**Cell placement**

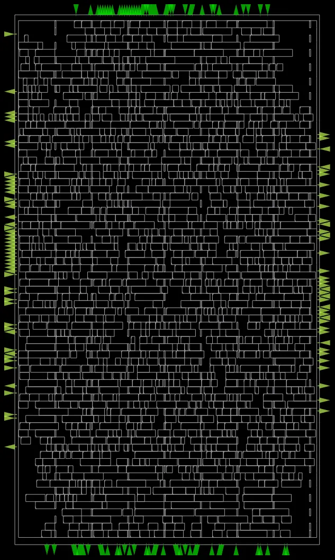
**Nets reached from selected ports**

Scale bar: 20 um.
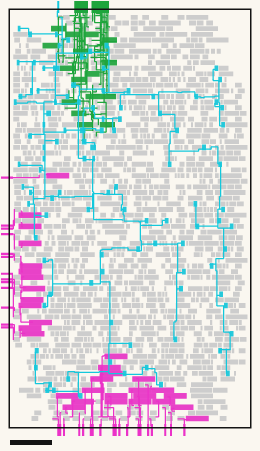
**Sequential cells coloured by netlist name**

Scale bar: 20 um. Other sequential cells in the stronger grey, the rest of the logic in the fainter grey.
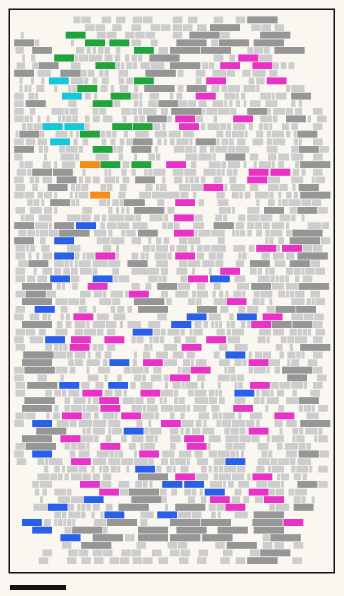
**Cell area per tile**

Scale bar: 20 um. 12 x 20 tiles, from white (low) to dark blue (high), 0 to 100% covered.
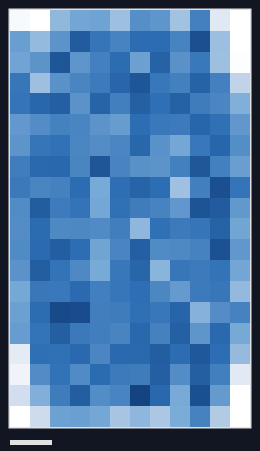
**Supply network**

Scale bar: 20 um. Pins as bars on the die edge. Tap cells in grey.
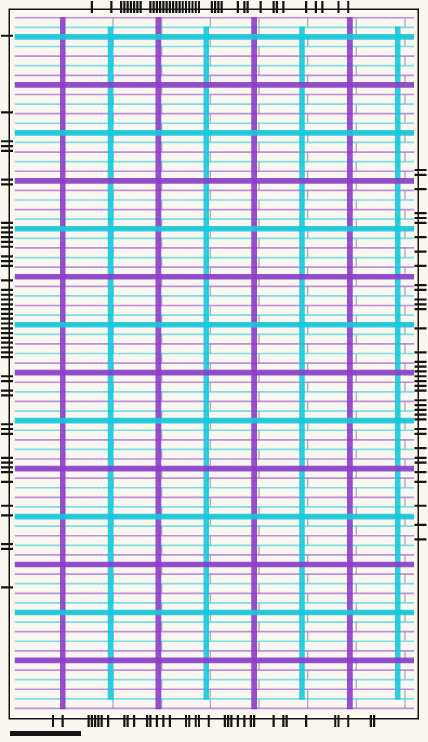
## src/rtl/gvt_reducer.sv

```systemverilog
// GVT reduction stage: periodically polls every tile for its LVT, reduces the
// answers to a lexicographic (ts, tb) minimum and publishes it as a monotonic GVT.
module gvt_reducer #(
    parameter int unsigned N_TILES        = 1,
    parameter int unsigned TS_WIDTH       = 32,
    parameter int unsigned TB_WIDTH       = 32,
    parameter int unsigned LOG_GVT_PERIOD = 5
) (
    input  logic                        clk,
    input  logic                        rst,
    output logic                        lvt_req,
    input  logic [N_TILES-1:0]          lvt_valid,
    input  logic [N_TILES*TS_WIDTH-1:0] lvt_ts,
    input  logic [N_TILES*TB_WIDTH-1:0] lvt_tb,
    output logic                        gvt_valid,
    output logic [TS_WIDTH-1:0]         gvt_ts,
    output logic [TB_WIDTH-1:0]         gvt_tb,
    output logic [15:0]                 overrun_cnt,
    output logic [15:0]                 regress_cnt
);
    localparam int unsigned KEY_W = TS_WIDTH + TB_WIDTH;
    localparam int unsigned IDX_W = (N_TILES > 1) ? $clog2(N_TILES) : 1;
    localparam int unsigned CNT_W = 16;
    localparam logic [IDX_W-1:0] LAST_IDX = IDX_W'(N_TILES - 1);

    typedef enum logic [1:0] {
        S_IDLE    = 2'd0,
        S_COLLECT = 2'd1,
        S_REDUCE  = 2'd2,
        S_PUBLISH = 2'd3
    } state_t;

    state_t                    r_state;
    state_t                    w_state_nxt;
    logic [LOG_GVT_PERIOD-1:0] r_period;
    logic [LOG_GVT_PERIOD-1:0] w_period_nxt;
    logic                      w_tick;
    logic                      w_tick_nxt;
    logic [N_TILES-1:0]        r_bitmap;
    logic [N_TILES-1:0]        w_bitmap_set;
    logic                      w_all_seen;
    logic [KEY_W-1:0]          r_slot [N_TILES];
    logic [IDX_W-1:0]          r_idx;
    logic [KEY_W-1:0]          r_acc;
    logic [KEY_W-1:0]          w_slot_key;
    logic [KEY_W-1:0]          w_acc_min;
    logic [KEY_W-1:0]          w_gvt_key;
    logic                      w_last;
    logic                      r_lvt_req;
    logic                      r_gvt_valid;
    logic [TS_WIDTH-1:0]       r_gvt_ts;
    logic [TB_WIDTH-1:0]       r_gvt_tb;
    logic [CNT_W-1:0]          r_overrun;
    logic [CNT_W-1:0]          r_regress;

    // Keys are {ts, tb}, so a plain unsigned compare is the lexicographic order.
    assign w_period_nxt = r_period + LOG_GVT_PERIOD'(1);
    assign w_tick       = &r_period;
    assign w_tick_nxt   = &w_period_nxt;
    assign w_bitmap_set = r_bitmap | lvt_valid;
    assign w_all_seen   = &w_bitmap_set;
    assign w_last       = (r_state == S_REDUCE) && (r_idx == LAST_IDX);
    assign w_gvt_key    = {r_gvt_ts, r_gvt_tb};
    assign w_acc_min    = (w_slot_key < r_acc) ? w_slot_key : r_acc;

    always_comb begin
        w_slot_key = '0;
        for (int unsigned i = 0; i < N_TILES; i++) begin
            if (r_idx == IDX_W'(i)) begin
                w_slot_key = r_slot[i];
            end
        end
    end

    always_comb begin
        w_state_nxt = r_state;
        case (r_state)
            S_IDLE:    if (w_tick) w_state_nxt = S_COLLECT;
            S_COLLECT: if (w_all_seen) w_state_nxt = S_REDUCE;
            S_REDUCE:  if (r_idx == LAST_IDX) w_state_nxt = S_PUBLISH;
            S_PUBLISH: w_state_nxt = S_IDLE;
            default:   w_state_nxt = S_IDLE;
        endcase
    end

    always_ff @(posedge clk) begin
        if (rst) begin
            r_state <= S_IDLE;
        end else begin
            r_state <= w_state_nxt;
        end
    end

    // lvt_req is registered one cycle early so it lines up with the tick cycle.
    always_ff @(posedge clk) begin
        if (rst) begin
            r_period  <= '0;
            r_lvt_req <= 1'b0;
            r_overrun <= '0;
        end else begin
            r_period  <= w_period_nxt;
            r_lvt_req <= w_tick_nxt && (w_state_nxt == S_IDLE);
            if (w_tick && (r_state != S_IDLE) && (r_overrun != '1)) begin
                r_overrun <= r_overrun + CNT_W'(1);
            end
        end
    end

    always_ff @(posedge clk) begin
        if (rst) begin
            r_bitmap <= '0;
        end else if ((r_state == S_IDLE) && w_tick) begin
            r_bitmap <= '0;
        end else if (r_state == S_COLLECT) begin
            r_bitmap <= w_bitmap_set;
        end
    end

    // Repeated strobes simply overwrite the slot, so the last answer wins.
    always_ff @(posedge clk) begin
        if (r_state == S_COLLECT) begin
            for (int unsigned i = 0; i < N_TILES; i++) begin
                if (lvt_valid[i]) begin
                    r_slot[i] <= {lvt_ts[i*TS_WIDTH +: TS_WIDTH], lvt_tb[i*TB_WIDTH +: TB_WIDTH]};
                end
            end
        end
    end

    always_ff @(posedge clk) begin
        if (rst) begin
            r_idx <= '0;
            r_acc <= '1;
        end else if ((r_state == S_COLLECT) && w_all_seen) begin
            r_idx <= '0;
            r_acc <= '1;
        end else if (r_state == S_REDUCE) begin
            r_acc <= w_acc_min;
            r_idx <= r_idx + IDX_W'(1);
        end
    end

    // The final minimum is judged on the last reduce step, so the PUBLISH cycle
    // already shows the pulse together with the updated value.
    always_ff @(posedge clk) begin
        if (rst) begin
            r_gvt_valid <= 1'b0;
            r_gvt_ts    <= '0;
            r_gvt_tb    <= '0;
            r_regress   <= '0;
        end else begin
            r_gvt_valid <= w_last;
            if (w_last) begin
                if (w_acc_min >= w_gvt_key) begin
                    {r_gvt_ts, r_gvt_tb} <= w_acc_min;
                end else if (r_regress != '1) begin
                    r_regress <= r_regress + CNT_W'(1);
                end
            end
        end
    end

    assign lvt_req     = r_lvt_req;
    assign gvt_valid   = r_gvt_valid;
    assign gvt_ts      = r_gvt_ts;
    assign gvt_tb      = r_gvt_tb;
    assign overrun_cnt = r_overrun;
    assign regress_cnt = r_regress;

endmodule

```

## config.mk

```make
export PLATFORM = sky130hd
export DESIGN_NAME = gvt_reducer
export DESIGN_NICKNAME = d
export VERILOG_FILES = /design/src/rtl/gvt_reducer.sv
export SDC_FILE = /design/constraint.sdc
export NUM_CORES = 1
export LEC_CHECK = 0
export CAP_MARGIN = 10
export CORE_ASPECT_RATIO = 1.75
export CORE_UTILIZATION = 55
export CTS_BUF_LIST = sky130_fd_sc_hd__clkbuf_2 sky130_fd_sc_hd__clkbuf_4 sky130_fd_sc_hd__clkbuf_8
export DETAILED_ROUTE_END_ITERATION = 10
export PLACE_DENSITY_LB_ADDON = 0.12
export SYNTH_ARGS = -nofsm -noshare
export SYNTH_HDL_FRONTEND = slang
export SYNTH_SLANG_ARGS = --single-unit
export TNS_END_PERCENT = 100
```

## constraint.sdc

```tcl
create_clock -name clk -period 12.5 [get_ports clk]
set_clock_uncertainty 0.05 [all_clocks]
set_input_delay 1.875 -clock clk [delete_from_list [all_inputs] [get_ports clk]]
set_output_delay 1.875 -clock clk [all_outputs]
set_load 0.02 [all_outputs]
```

==> impl_metrics.env <==
# implementation run metrics
export IMPL_outcome="finished clean"
export IMPL_holdPathStages=1
export IMPL_firstDrtPassIters=4
export IMPL_largest_class="multi-input combinational cells"
export IMPL_finalPower_mw=1.50
export IMPL_n_antenna_cell=0
export IMPL_fin_ws_ns=4.65
export IMPL_worstHoldStart="r_period[0]"
export IMPL_rr_endpoint="gvt_ts[4]"
export IMPL_yosys_area_share_aoi_pct=18.7
export IMPL_drt_initial_drc_count=426
export IMPL_period_used_pct=62.8
export IMPL_design_seq_count=235
export IMPL_overflow=0
export IMPL_netlist_area_um2=12400
export IMPL_dp_cells=1647
export IMPL_hold_end="r_period[0]"
export IMPL_grt_util_met3_pct=5.07
export IMPL_r2r_slack_ns=4.65
export IMPL_slowest_delay_ns=0.74
export IMPL_instances_no_fill=1715
export IMPL_drv_slew=0
export IMPL_xor_share_pct=1.06
export IMPL_synthMuxAreaShare_pct=6.05
export IMPL_comb_area_um2=6270
export IMPL_totalWireLength_um=28800
export IMPL_simple_gate_share_pct=11.4
export IMPL_wl_met3_um=1170
export IMPL_dp_hpwl_um=20600
export IMPL_crit_start="r_idx"
export IMPL_cts_tree="yes"
export IMPL_yosys_area_share_adder_pct=13.3
export IMPL_numCtsBuffers=37
export IMPL_dieWidth_um=116
export IMPL_tightest_slew_ns=0.877
export IMPL_crit_end="gvt_ts[4]"
export IMPL_vias_per_cell=5.59
export IMPL_nNonClkInverters=140
export IMPL_p_seq_share_pct=52.1
export IMPL_warnings=27
export IMPL_htreeDepth=2
export IMPL_cp_arrival_ns=8.24
export IMPL_chip_area_um2=23200
export IMPL_comb_power_mw=0.0337
export IMPL_switching_share_pct=21.1
export IMPL_path_clk_slew_ns=0.07
Back to the opening pictures, 'cell placement':
flop share of the area: 35.6%
Layout Utilization: 67.7%
Core Area: 22,200 um^2
Taps Inserted: 296

Back to the opening pictures, 'nets reached from selected ports':
- magenta: lvt_tb (bits 32; direction input; edge 19 south, 13 west; end cells 32; wire 535 um)
- green: regress_cnt (bits 16; direction output; edge north; end cells 16; wire 835 um)
- cyan: rst (bits 1; direction input; edge north; end cells 107; wire 1,340 um)
PortBufs: 164
# IOs: 165

Back to the opening pictures, 'sequential cells coloured by netlist name':
- cyan: r_period (flops 5; where north-west)
- green: regress_cnt (flops 16)
- blue: gvt_tb (flops 32)
- magenta: r_acc (flops 64)
- orange: r_state (flops 2)
sequential power: 0.782 mW
Sequential Area: 5350 um^2

Back to the opening pictures, 'cell area per tile':
- tiles over 75% full: 26%
- fullest tile: 92%
- mean over tiles: 63%
- nearly empty tiles: 2.9%
fp util: 56.0%

Back to the opening pictures, 'supply network':
- purple: VSS
- cyan: VDD
- signal pins: 165
- met5 straps: 14
- tap cells: 296

Power figures rest on the tool's default switching activity, not on a simulated workload.
